<file path="config.mk">
export PLATFORM = sky130hd
export DESIGN_NAME = updown_counter_ctrl_flat
export DESIGN_NICKNAME = d
export VERILOG_FILES = /design/src/rtl/updown_counter_ctrl_if.sv /design/src/rtl/updown_counter_ctrl.sv /design/src/flat_wrapper.sv
export SDC_FILE = /design/constraint.sdc
export NUM_CORES = 1
export LEC_CHECK = 0
export CAP_MARGIN = 40
export CORE_MARGIN = 3
export CORE_UTILIZATION = 50
export DETAILED_ROUTE_END_ITERATION = 8
export PLACE_DENSITY = 0.78
export SLEW_MARGIN = 10
export SYNTH_ARGS = -nofsm -noshare
export SYNTH_HDL_FRONTEND = slang
export SYNTH_SLANG_ARGS = --single-unit
</file>
<file path="constraint.sdc">
create_clock -name clk -period 3.1 [get_ports clk]
set_clock_uncertainty 0.1 [all_clocks]
set_input_delay 0.93 -clock clk [delete_from_list [all_inputs] [get_ports clk]]
set_output_delay 0.93 -clock clk [all_outputs]
set_load 0.05 [all_outputs]
</file>
<file path="src/rtl/updown_counter_ctrl_if.sv">
// updown_counter_ctrl_if: control and display signals of updown_counter_ctrl.
// The board side (buttons, switches, load) is the master; the counter is the slave.
// With UPDOWN_COUNTER_SATURATE_EN defined the at_limit status signal is added.
interface updown_counter_ctrl_if #(
    parameter int WIDTH = 4
);
    logic             hz;
    logic             btn_dir;
    logic             btn_run;
    logic             load;
    logic [WIDTH-1:0] load_val;
    logic [WIDTH-1:0] out;
    logic             dir;
    logic             running;
    logic             step;
`ifdef UPDOWN_COUNTER_SATURATE_EN
    logic             at_limit;

    modport master (
        output hz, btn_dir, btn_run, load, load_val,
        input  out, dir, running, step, at_limit
    );

    modport slave (
        input  hz, btn_dir, btn_run, load, load_val,
        output out, dir, running, step, at_limit
    );
`else
    modport master (
        output hz, btn_dir, btn_run, load, load_val,
        input  out, dir, running, step
    );

    modport slave (
        input  hz, btn_dir, btn_run, load, load_val,
        output out, dir, running, step
    );
`endif
endinterface

</file>
<file path="src/rtl/updown_counter_ctrl.sv">
// updown_counter_ctrl: up/down display counter for buttons/switches -> LEDs.
// Two debounced push buttons toggle count direction and run/pause. The count
// rate comes from a prescaler whose period is picked by hz, load forces a
// clamped value, and the count wraps between 0 and MAX_VAL.
// Optional macro UPDOWN_COUNTER_SATURATE_EN: count saturates at 0 / MAX_VAL
// instead of wrapping, saturated ticks give no step pulse, and at_limit is added.
// The raw buttons are sampled only on the debounce strobe; the shift register
// is the sampling stage, so buttons are expected to be slow board signals.
module updown_counter_ctrl #(
    parameter int WIDTH      = 4,
    parameter int MAX_VAL    = 15,
    parameter int SLOW_DIV   = 25000000,
    parameter int FAST_DIV   = 250000,
    parameter int DB_TICK    = 75000,
    parameter int DB_SAMPLES = 16
) (
    input  logic                 clk,
    input  logic                 rst,
    updown_counter_ctrl_if.slave bus
);
    localparam int DIV_MAX = (SLOW_DIV > FAST_DIV) ? SLOW_DIV : FAST_DIV;
    localparam int PW      = $clog2(DIV_MAX);
    localparam int DBW     = (DB_TICK > 1) ? $clog2(DB_TICK) : 1;
    localparam logic [WIDTH-1:0] MAXV = WIDTH'(MAX_VAL);

    logic [DBW-1:0]        db_cnt;
    logic                  db_strobe;
    logic [DB_SAMPLES-1:0] sh_dir, sh_run;
    logic [DB_SAMPLES-1:0] sh_dir_nxt, sh_run_nxt;
    logic                  lvl_dir, lvl_run;
    logic                  lvl_dir_d, lvl_run_d;
    logic                  press_dir, press_run;

    logic [PW-1:0]         presc;
    logic [PW-1:0]         div_last;
    logic                  hz_q;
    logic                  hz_chg;
    logic                  presc_end;
    logic                  tick;

    logic [WIDTH-1:0]      out_q, out_nxt;
    logic [WIDTH-1:0]      load_clamp;
    logic                  dir_q, dir_nxt;
    logic                  run_q;
    logic                  step_q, step_nxt;

    assign db_strobe  = (db_cnt == DBW'(DB_TICK - 1));
    assign sh_dir_nxt = {sh_dir[DB_SAMPLES-2:0], bus.btn_dir};
    assign sh_run_nxt = {sh_run[DB_SAMPLES-2:0], bus.btn_run};

    // Press pulses only on the rising edge of a debounced level.
    assign press_dir  = lvl_dir & ~lvl_dir_d;
    assign press_run  = lvl_run & ~lvl_run_d;

    assign hz_chg     = bus.hz ^ hz_q;
    assign div_last   = bus.hz ? PW'(FAST_DIV - 1) : PW'(SLOW_DIV - 1);
    assign presc_end  = (presc == div_last);
    // A rate change restarts the period, so it may not also emit a tick.
    assign tick       = run_q & ~hz_chg & presc_end;

    assign load_clamp = (bus.load_val > MAXV) ? MAXV : bus.load_val;
    assign dir_nxt    = dir_q ^ press_dir;

    // Free-running debounce sample timer, strobes once every DB_TICK cycles.
    always_ff @(posedge clk or negedge rst) begin
        if (!rst) begin
            db_cnt <= '0;
        end else if (db_strobe) begin
            db_cnt <= '0;
        end else begin
            db_cnt <= db_cnt + DBW'(1);
        end
    end

    // Sample both buttons; a level only moves after DB_SAMPLES equal samples.
    always_ff @(posedge clk or negedge rst) begin
        if (!rst) begin
            sh_dir  <= '0;
            sh_run  <= '0;
            lvl_dir <= 1'b0;
            lvl_run <= 1'b0;
        end else if (db_strobe) begin
            sh_dir <= sh_dir_nxt;
            sh_run <= sh_run_nxt;
            if (&sh_dir_nxt) begin
                lvl_dir <= 1'b1;
            end else if (~|sh_dir_nxt) begin
                lvl_dir <= 1'b0;
            end
            if (&sh_run_nxt) begin
                lvl_run <= 1'b1;
            end else if (~|sh_run_nxt) begin
                lvl_run <= 1'b0;
            end
        end
    end

    // Delayed debounced levels for press-edge detection.
    always_ff @(posedge clk or negedge rst) begin
        if (!rst) begin
            lvl_dir_d <= 1'b0;
            lvl_run_d <= 1'b0;
        end else begin
            lvl_dir_d <= lvl_dir;
            lvl_run_d <= lvl_run;
        end
    end

    // Rate prescaler: cleared by load or rate change, frozen while paused.
    always_ff @(posedge clk or negedge rst) begin
        if (!rst) begin
            presc <= '0;
            hz_q  <= 1'b0;
        end else begin
            hz_q <= bus.hz;
            if (bus.load || hz_chg) begin
                presc <= '0;
            end else if (run_q) begin
                presc <= presc_end ? '0 : presc + PW'(1);
            end
        end
    end

    // Next count: load wins over tick; a tick uses the direction held before any toggle.
    always_comb begin
        out_nxt  = out_q;
        step_nxt = 1'b0;
        if (bus.load) begin
            out_nxt = load_clamp;
        end else if (tick) begin
            step_nxt = 1'b1;
            if (!dir_q) begin
                if (out_q != MAXV) begin
                    out_nxt = out_q + WIDTH'(1);
                end else begin
`ifdef UPDOWN_COUNTER_SATURATE_EN
                    step_nxt = 1'b0;
`else
                    out_nxt = '0;
`endif
                end
            end else begin
                if (out_q != '0) begin
                    out_nxt = out_q - WIDTH'(1);
                end else begin
`ifdef UPDOWN_COUNTER_SATURATE_EN
                    step_nxt = 1'b0;
`else
                    out_nxt = MAXV;
`endif
                end
            end
        end
    end

    // Registered outputs: counter, direction, run state and step pulse.
    always_ff @(posedge clk or negedge rst) begin
        if (!rst) begin
            out_q  <= '0;
            dir_q  <= 1'b0;
            run_q  <= 1'b1;
            step_q <= 1'b0;
        end else begin
            out_q  <= out_nxt;
            dir_q  <= dir_nxt;
            run_q  <= run_q ^ press_run;
            step_q <= step_nxt;
        end
    end

`ifdef UPDOWN_COUNTER_SATURATE_EN
    logic at_limit_q;

    // Limit flag tracks the next out/dir so it lines up with the registered outputs.
    always_ff @(posedge clk or negedge rst) begin
        if (!rst) begin
            at_limit_q <= 1'b0;
        end else begin
            at_limit_q <= ((out_nxt == MAXV) && !dir_nxt) || ((out_nxt == '0) && dir_nxt);
        end
    end

    assign bus.at_limit = at_limit_q;
`endif

    assign bus.out     = out_q;
    assign bus.dir     = dir_q;
    assign bus.running = run_q;
    assign bus.step    = step_q;
endmodule

</file>
<file path="src/flat_wrapper.sv">
// flat-port wrapper written by rule: the top's interface ports become plain ports
module updown_counter_ctrl_flat 
#(
    parameter int WIDTH      = 4,
    parameter int MAX_VAL    = 15,
    parameter int SLOW_DIV   = 25000000,
    parameter int FAST_DIV   = 250000,
    parameter int DB_TICK    = 75000,
    parameter int DB_SAMPLES = 16
)
  (clk, rst, bus_hz, bus_btn_dir, bus_btn_run, bus_load, bus_load_val, bus_out, bus_dir, bus_running, bus_step);
  updown_counter_ctrl_if #(.WIDTH(WIDTH)) bus_i ();
  input  logic clk;
  input  logic rst;
  input wire logic [$bits(bus_i.hz)-1:0] bus_hz;
  input wire logic [$bits(bus_i.btn_dir)-1:0] bus_btn_dir;
  input wire logic [$bits(bus_i.btn_run)-1:0] bus_btn_run;
  input wire logic [$bits(bus_i.load)-1:0] bus_load;
  input wire logic [$bits(bus_i.load_val)-1:0] bus_load_val;
  output wire logic [$bits(bus_i.out)-1:0] bus_out;
  output wire logic [$bits(bus_i.dir)-1:0] bus_dir;
  output wire logic [$bits(bus_i.running)-1:0] bus_running;
  output wire logic [$bits(bus_i.step)-1:0] bus_step;
  assign bus_i.hz = bus_hz;
  assign bus_i.btn_dir = bus_btn_dir;
  assign bus_i.btn_run = bus_btn_run;
  assign bus_i.load = bus_load;
  assign bus_i.load_val = bus_load_val;
  assign bus_out = bus_i.out;
  assign bus_dir = bus_i.dir;
  assign bus_running = bus_i.running;
  assign bus_step = bus_i.step;
  updown_counter_ctrl #(.WIDTH(WIDTH), .MAX_VAL(MAX_VAL), .SLOW_DIV(SLOW_DIV), .FAST_DIV(FAST_DIV), .DB_TICK(DB_TICK), .DB_SAMPLES(DB_SAMPLES)) u_core (.clk(clk), .rst(rst), .bus(bus_i));
endmodule
</file>
Logic cells by family:
Scale: 4 px per um.
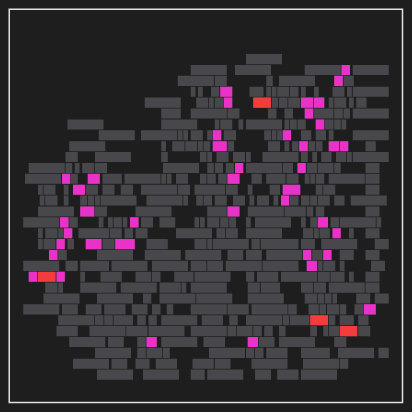
| color | family | cells |
|---|---|---|
| magenta | AND and OR gates | 41 |
| red | adder and majority cells | 4 |

==> GITHUB_STEP_SUMMARY <==
## Implementation flow summary

| Metric | Value |
|---|---|
| Vias in the first global route | `between 3000 and 4000` |
| # H-tree levels | `3` |
| Clk latency late pin | `360 ps` |
| Seq cells post-synth | `84` |
| Worst-path clk slew | `80 ps` |
| Hold-fix buffers, CTS | `0` |
| Power Dens Cells | `~400 mW/mm^2` |
| Seq/Total Area, Yosys | `49.7%` |
| Final net count | `420` |
| Maxcap violations | `0` |
| Yosys chip area | `0.00423 mm^2` |
| Status | `finished clean` |
| Sequential cell area | `0.00210 mm^2` |
| Num CTS Buffers | `9` |
| # setup viols final | `0` |
| Min cycle time layout | `2830 ps` |
| Fin cells | `between 500 and 600` |
| M2 GR Usage | `28.6%` |
| Slowest stage delay, CP | `between 800 and 900 ps` |
| Longest Clk Path Bufs | `2` |
| Hold path cells | `0` |
| Iteration-0 DRC count of the detailed router | `181` |
Cell sizes after repair:
Scale: 4 px per um.
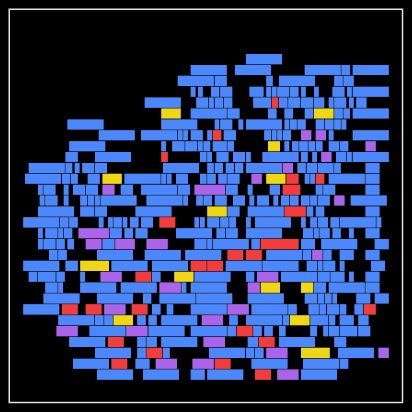
| color | size | cells | most used |
|---|---|---|---|
| purple | _3 and _4 cells | 29 | mux2_4 |
| blue | _0 and _1 cells | 344 | dfrtp_1 |
| yellow | _6 and larger | 13 | clkbuf_8 |
| red | _2 cells | 25 | mux2_2 |

[placed cells by master (no fill, tap or decap), drive strengths merged, types with 12 or more instances in the layout]
cell / instances
nor4: 12
nand4: 29
nor2: 33
nand3: 15
nand2: 25
xnor2: 17
clkdlybuf4s50: 15
mux2: 30
xor2: 16
dfrtp: 83
[cells by family after synthesis]
family	share of synthesized area, %
buffers and inverters	2.10
AND-OR/OR-AND	6.27
flip-flops	49.7
adder cells (fa/ha/maj)	1.18
multiplexers	9.23
AND/OR/NAND/NOR	24.6
XOR/XNOR	6.83
[through the flow]
stage          util (%)  power, mW  setup TNS [ps]  area (um^2)  hold WS, ps
2_1_floorplan         -       1.19               0         4230          261
3_3_place_gp       56.9       1.25           -1.13         4540          295
3_5_place_dp       57.0       1.25            -182         4540          309
4_1_cts            59.2       1.96               0         4720          329
5_1_grt            59.2       2.01               0         4720          351
6_report           59.2       1.93               0         4720          322
[path summary, 6_finish.rpt]
check / start / to / slack (ps)
worst max-delay path: u_core.bus.dir / bus_dir / 270
worst min-delay path: u_core.lvl_run / u_core.lvl_run_d / 320
worst max register to register: u_core.presc[0] / u_core.presc[24] / 770
worst min register to register: u_core.lvl_run / u_core.lvl_run_d / 320
max in group asynchronous: rst / u_core.db_cnt[6] / 1840
min in group asynchronous: rst / u_core.bus.dir / 450
[power breakdown]
part           switching [mW]  total, mW  internal, mW
clock network           0.405      0.703         0.298
registers              0.0101       1.11          1.10
logic                  0.0753      0.119        0.0437
[final cells by class]
cell class | instances | share of cell area [%]
clock buffer | 10 | 2.71
clock inverter | 6 | 1.01
multi-input combinational | 280 | 43.2
tap | 102 | 2.71
timing repair buffer | 26 | 5.41
inverter | 5 | 0.398
sequential | 84 | 44.6
[routing by layer]
metal | up-vias | wire [um]
met5 | - | 0
met4 | 0 | 161
met3 | 15 | 308
met2 | 64 | 3790
met1 | 1473 | 3810
li1 | 1478 | -
[state kept, by name, indices dropped and copies added, names as in the netlist]
register	flops
u_core.lvl_dir	1
u_core.presc	25
u_core.bus.step	1
u_core.lvl_run_d	1
u_core.db_cnt	17
u_core.bus.dir	1
u_core.bus.out	4
u_core.sh_dir	15
u_core.lvl_dir_d	1
u_core.lvl_run	1
u_core.sh_run	15
u_core.hz_q	1
u_core.bus.running	1
Power is estimated from default activity; no workload was simulated.
